--- src/rtl/an_serial_encoder.sv ---
// ---------------------------------------------------------------------------
// an_serial_encoder
//
// Upstream stage of the AN-code datapath. A DATA_W-bit data word N is
// accepted over a valid/ready handshake. The block then forms the codeword
// W = A*N with a bit-serial shift-add multiplier, one multiplier bit per
// cycle. Up to two arithmetic-weight errors (+/-2^pos) can be added to W so
// that the decoder downstream can be exercised in fault-injection runs.
// The golden N is forwarded next to W so a checker can compare it with the
// decoder output.
//
// Ports:
//   clk        clock; all state updates on the rising edge
//   rst_n      asynchronous active-low reset
//   in_valid   input word valid
//   in_ready   block can accept a word (high only in IDLE)
//   in_data    data word N
//   inj_en     per-error enable, bit k enables error k
//   inj_sign   per-error sign, 1 = -2^pos, 0 = +2^pos
//   inj_pos0   bit position of error 0
//   inj_pos1   bit position of error 1
//   out_valid  codeword valid
//   out_ready  downstream accepts the codeword
//   out_code   W = A*N + e0 + e1, modulo 2^CODE_W
//   out_data   golden copy of N
//   out_ovf    unwrapped W fell outside [0, 2^CODE_W-1]
//   busy       state is not IDLE
// ---------------------------------------------------------------------------
module an_serial_encoder #(
  parameter int A      = 665,
  parameter int DATA_W = 4,
  parameter int CODE_W = 14,
  parameter int POS_W  = 4
) (
  input  logic              clk,
  input  logic              rst_n,
  input  logic              in_valid,
  output logic              in_ready,
  input  logic [DATA_W-1:0] in_data,
  input  logic [1:0]        inj_en,
  input  logic [1:0]        inj_sign,
  input  logic [POS_W-1:0]  inj_pos0,
  input  logic [POS_W-1:0]  inj_pos1,
  output logic              out_valid,
  input  logic              out_ready,
  output logic [CODE_W-1:0] out_code,
  output logic [DATA_W-1:0] out_data,
  output logic              out_ovf,
  output logic              busy
);

  // The counter only has to reach DATA_W-1; keep it at least one bit wide.
  localparam int CNT_W = (DATA_W > 1) ? $clog2(DATA_W) : 1;

  // Two guard bits above the codeword: one for the carry out of the top
  // bit, one as the sign bit, so S = acc + e0 + e1 never wraps.
  localparam int SUM_W = CODE_W + 2;

  localparam logic [CODE_W-1:0] A_CODE   = CODE_W'(A);
  localparam logic [CNT_W-1:0]  CNT_LAST = CNT_W'(DATA_W - 1);

  typedef enum logic [1:0] {
    IDLE = 2'd0,
    MUL  = 2'd1,
    FIN  = 2'd2,
    OUT  = 2'd3
  } state_t;

  state_t state;
  state_t next_state;

  logic [CNT_W-1:0]  count;
  logic [CODE_W-1:0] acc;

  // Word and injection controls, captured together at acceptance.
  logic [DATA_W-1:0] n_reg;
  logic [1:0]        en_reg;
  logic [1:0]        sign_reg;
  logic [POS_W-1:0]  pos0_reg;
  logic [POS_W-1:0]  pos1_reg;

  logic [CODE_W-1:0] code_reg;
  logic [DATA_W-1:0] data_reg;
  logic              ovf_reg;

  logic              accept;
  logic              last_step;

  logic signed [SUM_W-1:0] err0;
  logic signed [SUM_W-1:0] err1;
  logic signed [SUM_W-1:0] sum;

  // One error term. Positions at or beyond CODE_W are dropped silently so
  // they can never create an overflow on their own.
  function automatic logic signed [SUM_W-1:0] err_term(
    input logic             en,
    input logic             neg,
    input logic [POS_W-1:0] pos
  );
    logic signed [SUM_W-1:0] mag;
    mag = '0;
    if (en && (int'(pos) < CODE_W)) begin
      mag = SUM_W'(1) << pos;
    end
    if (neg) begin
      mag = -mag;
    end
    return mag;
  endfunction

  assign accept    = in_valid && (state == IDLE);
  assign last_step = (count == CNT_LAST);

  assign err0 = err_term(en_reg[0], sign_reg[0], pos0_reg);
  assign err1 = err_term(en_reg[1], sign_reg[1], pos1_reg);
  assign sum  = $signed({2'b00, acc}) + err0 + err1;

  // State register.
  always_ff @(posedge clk or negedge rst_n) begin
    if (!rst_n) begin
      state <= IDLE;
    end else begin
      state <= next_state;
    end
  end

  // Next-state logic: IDLE -> MUL (DATA_W cycles) -> FIN -> OUT -> IDLE.
  always_comb begin
    next_state = state;
    case (state)
      IDLE: if (in_valid)  next_state = MUL;
      MUL:  if (last_step) next_state = FIN;
      FIN:                 next_state = OUT;
      OUT:  if (out_ready) next_state = IDLE;
      default:             next_state = IDLE;
    endcase
  end

  // Handshake and status outputs decoded from the state. out_valid is high
  // exactly in OUT, which is entered on the same edge that loads the
  // result registers, so valid and data always appear together.
  always_comb begin
    in_ready  = 1'b0;
    busy      = 1'b1;
    out_valid = 1'b0;
    case (state)
      IDLE: begin
        in_ready = 1'b1;
        busy     = 1'b0;
      end
      OUT:     out_valid = 1'b1;
      default: ;
    endcase
  end

  // Capture of the word and injection controls at acceptance.
  always_ff @(posedge clk or negedge rst_n) begin
    if (!rst_n) begin
      n_reg    <= '0;
      en_reg   <= '0;
      sign_reg <= '0;
      pos0_reg <= '0;
      pos1_reg <= '0;
    end else if (accept) begin
      n_reg    <= in_data;
      en_reg   <= inj_en;
      sign_reg <= inj_sign;
      pos0_reg <= inj_pos0;
      pos1_reg <= inj_pos1;
    end
  end

  // Shift-add multiplier: one bit of N per MUL cycle, least significant
  // first. The product fits in CODE_W bits by construction of CODE_W.
  always_ff @(posedge clk or negedge rst_n) begin
    if (!rst_n) begin
      acc   <= '0;
      count <= '0;
    end else if (accept) begin
      acc   <= '0;
      count <= '0;
    end else if (state == MUL) begin
      if (n_reg[count]) begin
        acc <= acc + (A_CODE << count);
      end
      count <= count + CNT_W'(1);
    end
  end

  // Result registers, loaded once in FIN and held through OUT. The sum is
  // outside [0, 2^CODE_W-1] exactly when either guard bit is set: the sign
  // bit for a negative sum, the carry bit for one that is too large.
  always_ff @(posedge clk or negedge rst_n) begin
    if (!rst_n) begin
      code_reg <= '0;
      data_reg <= '0;
      ovf_reg  <= 1'b0;
    end else if (state == FIN) begin
      code_reg <= sum[CODE_W-1:0];
      data_reg <= n_reg;
      ovf_reg  <= sum[SUM_W-1] | sum[CODE_W];
    end
  end

  assign out_code = code_reg;
  assign out_data = data_reg;
  assign out_ovf  = ovf_reg;

endmodule

--- config.mk ---
export PLATFORM = sky130hd
export DESIGN_NAME = an_serial_encoder
export DESIGN_NICKNAME = d
export VERILOG_FILES = /design/src/rtl/an_serial_encoder.sv
export SDC_FILE = /design/constraint.sdc
export NUM_CORES = 1
export LEC_CHECK = 0
export ABC_AREA = 1
export CORE_MARGIN = 1
export CORE_UTILIZATION = 30
export CTS_CLUSTER_DIAMETER = 50
export DETAILED_ROUTE_END_ITERATION = 16
export SYNTH_ARGS = -nofsm -noshare
export SYNTH_HDL_FRONTEND = slang
export SYNTH_SLANG_ARGS = --single-unit
--- constraint.sdc ---
create_clock -name clk -period 4.4 [get_ports clk]
set_clock_uncertainty 0.1 [all_clocks]
set_input_delay 0.66 -clock clk [delete_from_list [all_inputs] [get_ports clk]]
set_output_delay 0.66 -clock clk [all_outputs]
set_load 0.01 [all_outputs]
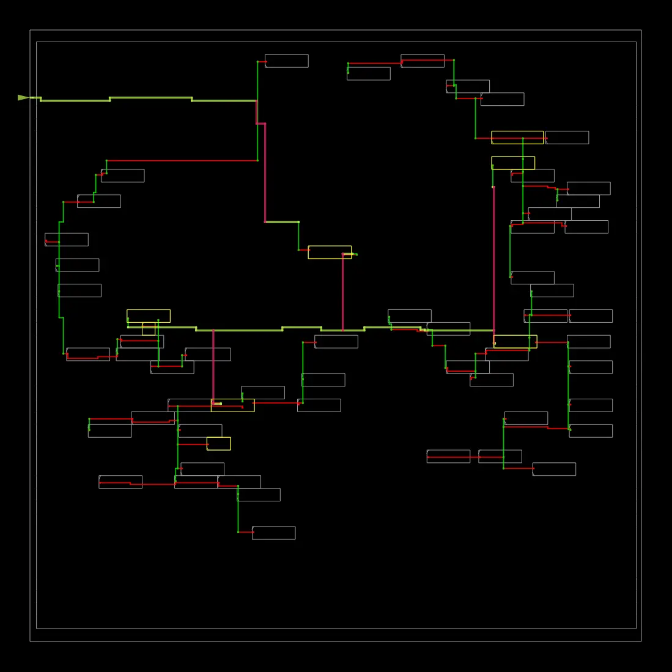
*Clock wiring as the flow saved it, run 1*
Insertion Delay late pin: 0.30 ns
seq_cells: 53
# clk buffers: 6
Num CTS Buffers: 5

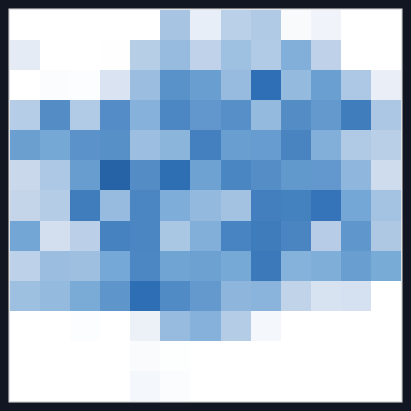
*Cell density map, run 1*
Drawn at 3 px/um. 13 x 13 tiles, from white (low) to dark blue (high), 0 to 100% covered.
1.2% of the tiles are over 75% full. The mean over all tiles is 32%. The emptiest ninth of the die: bottom right. The densest ninth of the die: middle. 28% of the tiles are nearly empty.
utilization after layout: 0.359
fp util: 0.309
core box area: 16,000 um^2

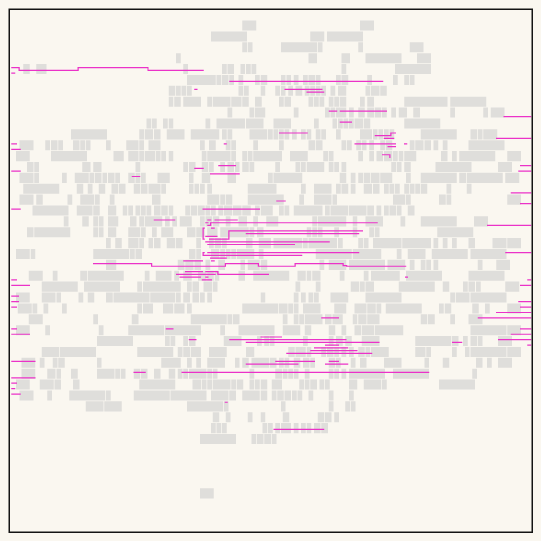
*The metal 3 layer, run 1*
Drawn at 4 px/um. Cells faint in the background.
85 nets have wire on it. The layer holds 7.2% of the routed length.
GRT met3 Usage: 0.0246
total wire length: 12,600 um
Vias: 4,574

==> ci_impl_report.md, run 1 <==
### Yosys + OpenROAD results

| Metric | Value |
|---|---|
| CP Data Arrival Time | 4.17 ns |
| Top cells by count | nand2_1, inv_1, nor2_1 |
| Status | complete, no violations |
| Sequential share of the synthesized area | 0.268 |
| CP max stage cell | fa_1 |
| Final Cell Area | 5750 um^2 |
| Startpoint Class | flop |
| Synth unique cells | roughly 45 |
| YS chip area | 4940 um^2 |
| I/O pins | 42 |
| Final setup TNS | 0 ns |
| Worst hold slack | 0.378 ns |
| IO Port Bufs | 41 |
| Post-Synth XOR/XNOR Area | 0.0266 |
| Syn. warnings | 0 |
| Synthesized area | 4940 um^2 |
| Yosys top cell by area | dfrtp_1 |
| Number of global-route vias before repair | about 4,300 |
| Max Buffers Root-to-Sink | 2 |
| Post-synth EDFFs | 0 |
| Final hold viol count | 0 |
| CP max FO | 11 |
| Cells in synth_stat.txt | around 720 |
| Clk root buf | clkbuf_16 |
| Main synth FF type | dfrtp_1 |
| NetSw | 2.09 mW |
| Hold Crit Class | flop to flop |
| Worst vdd ir | 0.000267 V |
| Combinational Power Share | 0.662 |
| Die height | 130 um |
| Worst slew pin tran | 0.842 ns |
| Log Warnings | 32 |
| Crit path top cell by count | nand2_1 |
| Layout fillers | 1,766 |
| Slowest Stage Delay on Critical Path | 0.53 ns |
| CTS tree | yes |
| 1st-iter DRT viols | between 400 and 500 |
| Sequential power share | 0.222 |
[run 1: metal layers]
metal / track usage / routed length, um / share of wire / vias to the layer above
met5: 0 / 0 / 0 / -
li1: - / - / - / 2383
met4: 0.0446 / 261 / 0.021 / 0
met1: 0.240 / 6330 / 0.50 / 2019
met3: 0.0246 / 911 / 0.072 / 21
met2: 0.233 / 5120 / 0.41 / 151
[run 1: worst reg2reg max path, cell delays in order (launching register included)]
cell	delay [ns]
dfrtp_1	0.51
nand3_2	0.15
nand2_4	0.08
nor2_2	0.22
inv_1	0.09
nor2_1	0.09
inv_1	0.06
ha_1	0.29
nand2_1	0.06
o21ai_0	0.22
fa_1	0.53
ha_1	0.25
fa_1	0.45
nand2_1	0.12
nand2_1	0.07
nand3_1	0.13
nand2_1	0.13
nand2_1	0.09
nand3_1	0.07
nand2_1	0.07
nand2_1	0.05
nor2_1	0.09
nor2_1	0.05
[run 1: cells in the final DEF (no fill, tap or decap), drive strengths merged]
master         Yosys  layout
inv              121     121
clkbuf             9       6
nand2            208     208
buf                5       6
or2                5       5
a221oi             1       1
clkdlybuf4s50      0      40
nand3             59      59
a22oi              1       1
dfrtp             53      53
nor2              64      64
o21bai             1       1
o21ai             51      51
and2               1       1
a21o               2       2
o22ai              9       9
nor3               5       5
clkinv             1       1
a21oi             32      32
fa                16      16
a21boi             1       1
nand4             10      10
ha                38      38
clkinvlp           0       1
bufinv             0       1
nand3b             3       3
o211ai             4       4
xor2               2       2
a31oi              2       2
o21a               2       2
xnor2             13      13
a22o               1       1
o2111ai            1       1
[run 1: cell type report]
cell class | count | share of cell area
multi-input cells | 532 | 0.534
clock buffers | 6 | 0.0242
inverters | 122 | 0.0801
clock inverters | 2 | 0.00653
flip-flops and latches | 53 | 0.231
well taps | 216 | 0.0470
repair buffers | 46 | 0.0770
### Clock wires, drivers and flops, run 1

Drawn at 3 px/um.
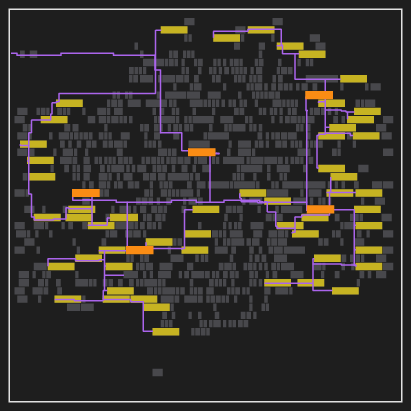

==> inputs of run 2 (changes only) <==
PLACE_DENSITY = 0.46   (was not set)
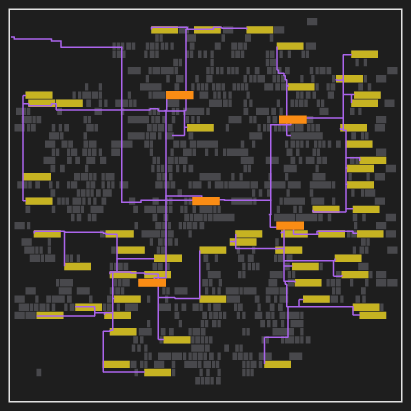
*Clock wires, drivers and flops, run 2*
Drawn at 3 px/um.
Key: yellow = flip-flops [count 53]; purple = clock wires [length 977 um]; orange = cells driving clock nets [count 5]
There are 6 routed clock nets. Position of the flops: all over the die.

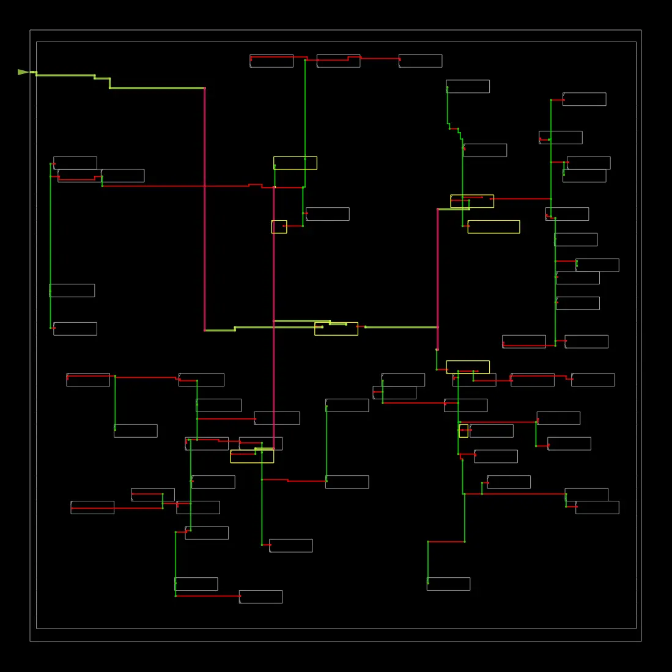
*Clock wiring as the flow saved it, run 2*
clock sink total: 53
# clk buffers: 5
Insertion Delay late pin: 0.31 ns
Clock Power: 477 uW

==> ci_impl_report.md, run 2 <==
### Yosys + OpenROAD results

| Metric | Value |
|---|---|
| Cells in synth_stat.txt | 721 (unchanged) |
| Max Buffers Root-to-Sink | 2 (unchanged) |
| Slowest Stage Delay on Critical Path | 0.55 ns (+0.02 ns) |
| I/O pins | 42 (unchanged) |
| Multi-input gates | 532 (unchanged) |
| Layout fillers | 1,777 (+0.62%) |
| Synth unique cells | 45 (unchanged) |
| Combinational share of cell area | 0.538 (+0.00316) |
| Share of layout cells above drive strength 1 | 0.0633 |
| 1st-iter DRT viols | 293 (-28%) |
| Hold Crit Class | input port to asynchronous set/reset pin |
| CP Data Arrival Time | 4.19 ns (+0.02 ns) |
| Crit path top cell by count | nand2_1 |
| Largest cell class by area | logic gates |
| Startpoint Class | flop |
| Worst slew pin tran | 0.892 ns (+0.0503 ns) |
| Worst vdd ir | 0.000315 V (+18%) |
| Number of global-route vias before repair | 4,303 (+0.35%) |
| Clk tree area frac | 0.0295 (-0.00122) |
| Clk root buf | clkbuf_16 |
| Pre-CTS setup slack | 0.281 ns |
| YS chip area | 4940 um^2 (unchanged) |
| Post-synth EDFFs | 0 (unchanged) |
| Final setup TNS | 0 ns (unchanged) |
| Signal inverters | 122 (unchanged) |
| Final Cell Area | 5730 um^2 (-0.30%) |
| CP max FO | 11 (unchanged) |
| IO Port Bufs | 41 (unchanged) |
| Core box area | 16,000 um^2 (unchanged) |
| Utilization after layout | 0.358 (-0.00109) |
| Sequential share of the synthesized area | 0.268 (unchanged) |
| Die height | 130 um (unchanged) |
| Synthesized area | 4940 um^2 (unchanged) |
| Top cells by count | nand2_1, inv_1, nor2_1 |
| Top Layout Cells | nand2_1, inv_1, nand3_1, nor2_1, dfrtp_1 |
| Top post-synthesis cells by area | dfrtp_1, nand2_1, ha_1, inv_1, fa_1 |
| First-pass GRT wire length | 22,500 um |
| Final hold viol count | 0 (unchanged) |
| Num CTS Buffers | 5 (unchanged) |
| Seq_cells | 53 (unchanged) |
| Fp util | 0.309 (unchanged) |
| Status | complete, no violations |
| Most numerous logic cell after layout | nand2_1 |
| Ys async rst share | 1.00 |
| Tap cells | 216 (unchanged) |
| NonClk Buf Share | 0.0733 (-0.00369) |
| Log Warnings | 32 (unchanged) |
| CP max stage cell | fa_1 |
| CTS tree | yes |
| Yosys top cell by area | dfrtp_1 |
| Main synth FF type | dfrtp_1 |
| Seq area share | 0.232 (+0.00136) |
| Area Growth Syn to Fin | 16.0% |
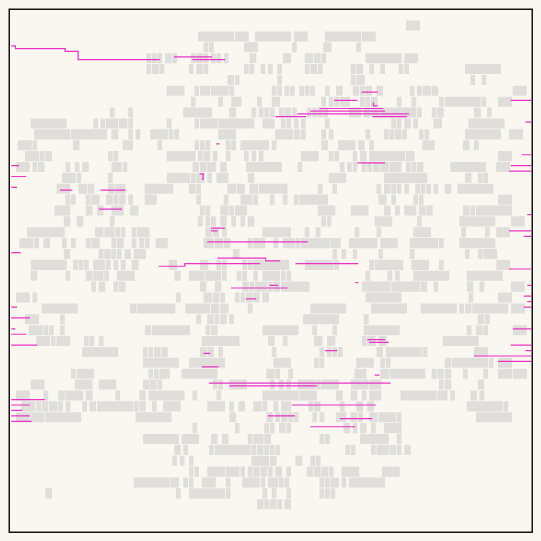
*The metal 3 layer, run 2*
Drawn at 4 px/um. Cells faint in the background.
64 nets have wire on it. The layer holds 3.8% of the routed length. The layer carries 520 um of wire. The wires run mostly horizontal. The longest straight run is 45.1 um.
total wire length: 13,800 um
Vias: 4,575
GRT met3 Usage: 0.0193

[run 2: kinds of logic after synthesis]
kind of cell | after synthesis | share of synthesized area
buf+inv | 136 | 0.111
compound gates | 108 | 0.124
flops | 53 | 0.268
xor+xnor | 15 | 0.0266
fa+ha+maj | 54 | 0.161
simple gates | 355 | 0.310
[run 2: worst max-delay path by stage]
stage                               endpoint  slack (ns)  cells past startpoint                     from
floorplan           out_code[13]$_DFFE_PN0P_        0.82                     21  pos1_reg[2]$_DFFE_PN0P_
global placement         out_ovf$_DFFE_PN0P_        0.29                     22  pos0_reg[2]$_DFFE_PN0P_
detailed placement  out_code[13]$_DFFE_PN0P_        0.28                     18  pos0_reg[2]$_DFFE_PN0P_
CTS                 out_code[13]$_DFFE_PN0P_        0.27                     18  pos0_reg[2]$_DFFE_PN0P_
global route             out_ovf$_DFFE_PN0P_       0.008                     22  pos0_reg[2]$_DFFE_PN0P_
finish              out_code[13]$_DFFE_PN0P_        0.30                     20  pos0_reg[2]$_DFFE_PN0P_
[run 2: power by group]
part	total [mW]	internal [mW]	switching, mW	leakage [nW]
registers	0.936	0.696	0.240	0.673
logic	2.70	1.00	1.70	2.11
clock network	0.477	0.271	0.206	0.0842
total	4.12	1.97	2.15	2.87
[run 2: timing repair]
action,CTS,global route
resized,0,7
endpoints found under the setup margin,0,4
endpoints found under the hold margin,0,0
hold buffers,0,0
[run 2: routing by layer]
layer | GRT usage | vias to the layer above | wire length (um) | share of wire
li1 | - | 2372 | - | -
met1 | 0.247 | 2090 | 6960 | 0.50
met2 | 0.283 | 105 | 6190 | 0.45
met3 | 0.0193 | 8 | 520 | 0.038
met4 | 0.0446 | 0 | 137 | 0.0099
met5 | 0 | - | 0 | 0
Power is estimated from default activity; no workload was simulated.
